File: src/rtl/lvds_rx.sv
// LVDS 7:1 receiver: aligns to the serialized clock-lane pattern, tracks lock,
// and unpacks four data lanes into one registered pixel per clock word.
module lvds_rx #(
    parameter int unsigned LOCK_CNT = 4,
    parameter int unsigned ERR_MAX  = 3
) (
    input  logic       clk,
    input  logic       reset,
    input  logic       rx0,
    input  logic       rx1,
    input  logic       rx2,
    input  logic       rx3,
    input  logic       rxclk,
    output logic [7:0] r,
    output logic [7:0] g,
    output logic [7:0] b,
    output logic       hsync,
    output logic       vsync,
    output logic       den,
    output logic       ctrl,
    output logic       pix_valid,
    output logic       locked,
    output logic [7:0] word_err
);

    localparam int unsigned CNT_W  = $clog2(LOCK_CNT + 1);
    localparam int unsigned MISS_W = $clog2(ERR_MAX + 1);
    localparam logic [6:0]  CPAT    = 7'b1100011;
    localparam logic [2:0]  PH_LAST = 3'd6;

    typedef enum logic [1:0] {SEARCH, VERIFY, LOCKED} state_t;

    state_t              state;
    state_t              state_next;
    logic [6:0]          sr0;
    logic [6:0]          sr1;
    logic [6:0]          sr2;
    logic [6:0]          sr3;
    logic [6:0]          sr_clk;
    logic [2:0]          ph;
    logic [2:0]          ph_next;
    logic [CNT_W-1:0]    cnt;
    logic [CNT_W-1:0]    cnt_next;
    logic [MISS_W-1:0]   miss;
    logic [MISS_W-1:0]   miss_next;
    logic                boundary;
    logic                clk_match;
    logic                take_pix;
    logic                drop_word;

    assign boundary  = (ph == 3'd0);
    assign clk_match = (sr_clk == CPAT);

    always_ff @(posedge clk) begin
        if (reset) begin
            state <= SEARCH;
        end else begin
            state <= state_next;
        end
    end

    always_comb begin
        state_next = state;
        unique case (state)
            SEARCH: begin
                if (clk_match) begin
                    state_next = (LOCK_CNT == 1) ? LOCKED : VERIFY;
                end
            end
            VERIFY: begin
                if (boundary) begin
                    if (!clk_match) begin
                        state_next = SEARCH;
                    end else if (cnt + CNT_W'(1) == CNT_W'(LOCK_CNT)) begin
                        state_next = LOCKED;
                    end
                end
            end
            LOCKED: begin
                if (boundary && !clk_match && (miss + MISS_W'(1) == MISS_W'(ERR_MAX))) begin
                    state_next = SEARCH;
                end
            end
            default: state_next = SEARCH;
        endcase
    end

    // A SEARCH match is treated as phase 0, so the next boundary falls 7 cycles later.
    always_comb begin
        ph_next   = (ph == PH_LAST) ? 3'd0 : ph + 3'd1;
        cnt_next  = cnt;
        miss_next = miss;
        take_pix  = 1'b0;
        drop_word = 1'b0;
        unique case (state)
            SEARCH: begin
                ph_next = 3'd0;
                if (clk_match) begin
                    ph_next  = 3'd1;
                    cnt_next = CNT_W'(1);
                end
            end
            VERIFY: begin
                if (boundary && clk_match) begin
                    cnt_next = cnt + CNT_W'(1);
                end
            end
            LOCKED: begin
                if (boundary) begin
                    if (clk_match) begin
                        miss_next = '0;
                        take_pix  = 1'b1;
                    end else begin
                        drop_word = 1'b1;
                        miss_next = (miss + MISS_W'(1) == MISS_W'(ERR_MAX)) ? '0 : miss + MISS_W'(1);
                    end
                end
            end
            default: ;
        endcase
    end

    always_ff @(posedge clk) begin
        if (reset) begin
            sr0       <= '0;
            sr1       <= '0;
            sr2       <= '0;
            sr3       <= '0;
            sr_clk    <= '0;
            ph        <= '0;
            cnt       <= '0;
            miss      <= '0;
            r         <= '0;
            g         <= '0;
            b         <= '0;
            hsync     <= 1'b0;
            vsync     <= 1'b0;
            den       <= 1'b0;
            ctrl      <= 1'b0;
            pix_valid <= 1'b0;
            locked    <= 1'b0;
            word_err  <= '0;
        end else begin
            sr0       <= {sr0[5:0], rx0};
            sr1       <= {sr1[5:0], rx1};
            sr2       <= {sr2[5:0], rx2};
            sr3       <= {sr3[5:0], rx3};
            sr_clk    <= {sr_clk[5:0], rxclk};
            ph        <= ph_next;
            cnt       <= cnt_next;
            miss      <= miss_next;
            pix_valid <= take_pix;
            locked    <= (state_next == LOCKED);
            if (drop_word && (word_err != 8'hFF)) begin
                word_err <= word_err + 8'd1;
            end
            // Fields hold their last value between strobes.
            if (take_pix) begin
                r     <= {sr0[5:0], sr3[1:0]};
                g     <= {sr1[4:0], sr0[6], sr3[3:2]};
                b     <= {sr2[3:0], sr1[6:5], sr3[5:4]};
                hsync <= sr2[4];
                vsync <= sr2[5];
                den   <= sr2[6];
                ctrl  <= sr3[6];
            end
        end
    end

endmodule
File: config.mk
export PLATFORM = sky130hd
export DESIGN_NAME = lvds_rx
export DESIGN_NICKNAME = d
export VERILOG_FILES = /design/src/rtl/lvds_rx.sv
export SDC_FILE = /design/constraint.sdc
export NUM_CORES = 1
export LEC_CHECK = 0
export CAP_MARGIN = 20
export CORE_ASPECT_RATIO = 0.7
export CORE_MARGIN = 2
export CORE_UTILIZATION = 40
export CTS_CLUSTER_DIAMETER = 60
export CTS_CLUSTER_SIZE = 20
export DETAILED_ROUTE_END_ITERATION = 12
export GPL_ROUTABILITY_DRIVEN = 1
export PLACE_DENSITY = 0.64
export SYNTH_ARGS = -nofsm -noshare
export SYNTH_HDL_FRONTEND = slang
export SYNTH_SLANG_ARGS = --single-unit
File: constraint.sdc
create_clock -name clk -period 3.46 [get_ports clk]
set_input_delay 1.038 -clock clk [delete_from_list [all_inputs] [get_ports clk]]
set_output_delay 1.038 -clock clk [all_outputs]
set_load 0.005 [all_outputs]
Figure 1. Pin map.
Scale bar: 20 um. Pins as bars across the die edge, other pins in gray.
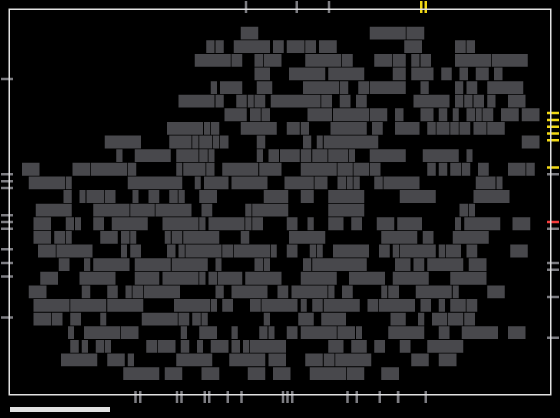
legend:
  red:
    port: ctrl
    pins: 1
    direction: output
    edge: right
  yellow:
    port: word_err
    pins: 8
    direction: output
    edge: 6 right, 2 top
all pins by edge: 16 bottom, 13 right, 11 left, 5 top
die width: 107.8 um
vertical die dimension: 76.69 um
# port buffers: 44

Figure 2. Clock wiring as the flow saved it.
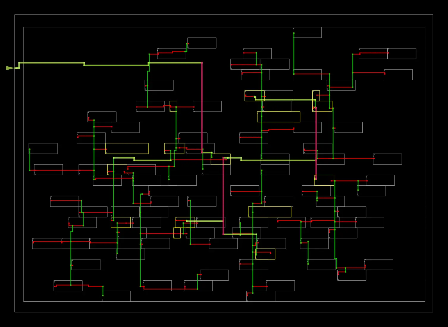
clock latency reported for the late side of the worst-skew pair: 0.34 ns
Num Clock Sinks: 83

==> summary.txt <==
Flow results are below.

- The flow ran to the end, and the final reports show no timing, DRC or antenna violations.
- The worst path in the final design needs a cycle of 2.347 ns, including I/O delays and setup.
- The final worst slack is 1.113 ns, for reference.
- The area growth from synthesis to layout is 23.50%, for reference.
- The worst hold path terminates at g[2].
- The worst setup path is captured at an output pin.
- The average instance in the mapped netlist occupies just under 10 um2.
- Leaving out filler cells and counting taps, the final layout contains about 460.
- In this run, the synthesized area fraction spent on and/or/nand/nor cells is recorded as 0.2561.
- The total cell area reported by yosys after synthesis is 0.003019 mm2, for reference.
- The cell chosen for the clock root is sky130_fd_sc_hd__clkbuf_8, for reference.
- The worst setup path is of the reg -> out kind.
- The count of filler cells inserted in the layout is 720, for reference.
- The number of library cell types mapped by synthesis is about 42, for reference.
- After detailed placement, the total cell area comes to 0.003500 mm2.
- The capture point of the worst register-to-register path is recorded as word_err[5].
- The post-synthesis share of cell area spent on and-or and or-and gates is 0.1231, for reference.
- The slack of the worst reg-to-reg path is 1.41 ns, for reference.
- The post-layout utilization of the core is 0.5094, for reference.
- Entering global routing, the biggest net connects 60 pins.
- Per the layout report, the design carries 46 non-clock buffers.
- The longest clock path from root to sink contains 2 buffers.
- The H-tree was split into 3 levels.
- The synthesized netlist cell count is 312, for reference.
- The average wire per cell in the routed design is between 10 and 15 um, for reference.
- In this run, placement finished with an instance count of 440.
- Yosys printed 0 warnings.
- The cell count along the critical path is 1, for reference.
- In this run the post-CTS setup repair buffer count came out at 0.
- Once iteration 0 of detailed routing completed, the report listed approximately 69 DRC markers.
- The overall track demand over capacity in global routing is 0.1321, for reference.
- In the post-synthesis netlist, the biggest area contributors are sky130_fd_sc_hd__dfxtp_1 55%, sky130_fd_sc_hd__nor2b_1 7.9%, sky130_fd_sc_hd__nand2_1 6.5%.
- Recorded from the global router log, the overflow total was 0.
- The dominant kind of cell by area is flip-flops and latches, for reference.
- The power per cell area is 478.8 mW/mm2, for reference.
- The final non-filler cell area is 0.003729 mm2, for reference.
- The destination of the critical timing path is word_err[2], for reference.
- Counting only logic cells after layout, the most numerous master is sky130_fd_sc_hd__dfxtp_1.
- The last weighted congestion value of the routability-driven placer is between 0.7 and 0.8, for reference.
- The peak per-stage delay on the critical path is 0.54 ns, for reference.
- The floorplan report gives the top-level pin count as 45.
- The number of DRC violations after detailed routing is 0, for reference.
- The critical path launch point type is a flip-flop, for reference.
- The startpoint identified for the worst hold timing path is sr0[6].
- The clock tree from TritonCTS is done, for reference.
- The final clock skew is between 0.007 and 0.008 ns, for reference.
- The multiplexer area fraction after synthesis is 0.007045, for reference.
- The final worst-path cycle share is 0.6784, for reference.
- The layout report gives the register share of total cell area as 0.4456.
- The cell area after synthesis is 0.003019 mm2, for reference.
- Per the OpenROAD floorplan log, the area of the core is 0.007320 mm2.
- The number of vias per cell after detailed routing is around 4.6, for reference.
- Along the worst path, the maximum fanout reaches 7.
- The report gives the cell count of the worst hold path as 2.
- The design has 83 sequential cells.
- The repair_antennas step left the layout with diodes totalling 0.
- Hold timing on the final database bottoms out at a slack of ~0.44 ns.
- Per the synthesis report, the XOR/XNOR share of the synthesized area is 0.002901.
- The register area share after synthesis is 0.5504, for reference.
- The global-route wire length before repair is 8.528 mm, for reference.
- The worst register-to-register path begins at sr_clk[4].
- The critical path endpoint has a required time of 2.42 ns.
- The cell-mix breakdown from Yosys lists the adder-cell area share as 0.02487.
- The number of tap cells inserted is 98, for reference.
- The area taken by sequential standard cells is reported as 0.001662 mm2.
- 209 cells are multi-input combinational gates.
- The number of placement rows is 26, for reference.
- The net count after synthesis is 325.
- The number of antenna violations at the first check in global routing is 0, for reference.
- Per the cell usage report, the commonest logic cells after layout are 83 x sky130_fd_sc_hd__dfxtp_1, 52 x sky130_fd_sc_hd__nand2_1, 43 x sky130_fd_sc_hd__clkdlybuf4s50_1.
- The HPWL after detailed placement is 3.196 mm, for reference.
- The synth_stat.txt file lists the number of cells as 312.
- STA on the placed design reports a worst setup slack of 1.130 ns.
- The count of instances resized after the clock tree is built is 0, for reference.
- The leakage component of the power was reported as ~1.3 nW.
- The share of final layout cell area taken by non-clock buffers is 0.1208, for reference.
- The top cell type's share of synthesized area is 0.5504, for reference.
- The hold buffer count at CTS is 0, for reference.
- The critical path goes through clkdlybuf4s50_1.
- The first detailed-routing pass took 4 iterations.
- Per the timing report, the achievable frequency comes out to 426.0 MHz.
- The largest non-sequential cell family by area is simple AND/OR/NAND/NOR gates, for reference.
- Max-slew check failures listed in the final report amount to 0.
- The overall power after layout is between 1.5 and 2 mW, for reference.
- The number of hold violations in the final report is 0, for reference.
- According to the hold report, the worst path is of the reg -> reg type.
- The area taken by multi-input logic gates is approximately 0.0012 mm2, for reference.
- In the final layout, excluding clock inverters the inverter count is 4.
- Summed over all instances, the cell type with the most area after synthesis is sky130_fd_sc_hd__dfxtp_1.
- The actual transition at the worst max-transition pin is just over 0.6 ns, for reference.
- The clock buffer and inverter area fraction after layout is 0.06141, for reference.
- For this design, the slowest cell found on the critical path is sky130_fd_sc_hd__clkdlybuf4s50_1.
- The final-layout clock buffer total is 9, for reference.
- The post-layout net count is 366, for reference.
- The cell family with the largest share of critical-path delay is buffers and inverters, for reference.
- The synthesis stat section lists a flop and latch total of 83.
- The timing startpoint of the critical path is word_err[2], for reference.
- The number of global-route vias before repair came to 1909.
- The die covers a little over 0.008 mm2.
- Setup repair after global routing left no endpoint under its margin.
- Endpoints with negative setup slack in the final report add up to 0.
- The signal arrival time at the worst endpoint is 1.31 ns, for reference.
- STA shows the worst reg2reg path with a cell count of 4.
- Per the slew report, the remaining headroom to the max-slew limit stands at 0.5866.
- The script reports the combined buffer and inverter count of the critical path as 1.
- The CTS report gives the tree buffer count as 9.
- The number of antenna-violating nets in the routed design is 0, for reference.
- The overall routed net length is 5.071 mm, for reference.
- The count of maximum capacitance violations is 0, for reference.
Figure 3. A small window of the routed layout.
Scale bar: 20 um. Window x 29 to 79, y 27 to 77 um. Cells in gray, sequential cells in the stronger gray; small squares are vias.
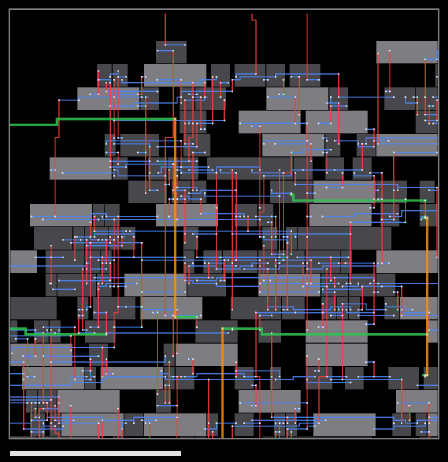
legend:
  green:
    layer: met3
  orange:
    layer: met4
  red:
    layer: met2
  blue:
    layer: met1
sequential cells in the window: 30
most frequent: dfxtp_1 (30), nand2_1 (16), nor2b_1 (16)
cells with their middle in the window: 130
netlist names of flops here include: sr_clk (7), sr0 (4), sr3 (4)

==> power by group <==
part	internal (mW)	switching (mW)	leakage, nW	total, mW
clock network	0.472	0.318	0.119	0.789
logic	0.0115	0.0177	0.485	0.0292
registers	0.963	0.00340	0.671	0.967
==> synthesized netlist by cell type (all sizes together) <==
| cell | count |
|---|---|
| buf | 8 |
| o2111ai | 1 |
| and4bb | 1 |
| or4 | 1 |
| nand2b | 3 |
| a21bo | 1 |
| nor3 | 7 |
| nor3b | 2 |
| o21a | 2 |
| mux2i | 1 |
| nand3b | 1 |
| or4b | 1 |
| or3 | 6 |
| a2111oi | 1 |
| o21ai | 6 |
| o21ba | 1 |
| xnor2 | 1 |
| and3 | 3 |
| nand4 | 1 |
| ha | 6 |
| mux2 | 1 |
| nand4bb | 1 |
| inv | 4 |
| dfxtp | 83 |
| nor2b | 38 |
| o41ai | 1 |
| o31ai | 2 |
| a21oi | 41 |
| nand2 | 62 |
| nor4 | 2 |
| nand4b | 1 |
| nor2 | 8 |
| nand3 | 6 |
| clkbuf | 8 |
==> registers in the layout, indices dropped and copies added, names as in the netlist, 3 cells and up <==
name / count
b: 8
cnt: 3
g: 8
ph: 3
r: 8
sr0: 7
sr1: 7
sr2: 7
sr3: 7
sr_clk: 7
word_err: 8
==> cell families after synthesis <==
| kind of cell | after synthesis |
|---|---|
| flops | 83 |
| mux | 2 |
| xor+xnor | 1 |
| compound gates | 56 |
| buf+inv | 20 |
| fa+ha+maj | 6 |
| simple gates | 144 |
==> routing by layer <==
metal | wire length [um] | vias to the layer above | track usage
met4 | 61 | 0 | 0.06154
met5 | 0 | - | 0
met1 | 2628 | 954 | 0.1709
met2 | 2122 | 35 | 0.1906
met3 | 259 | 8 | 0.05527
li1 | - | 1117 | -
Power figures rest on the tool's default switching activity, not on a simulated workload.
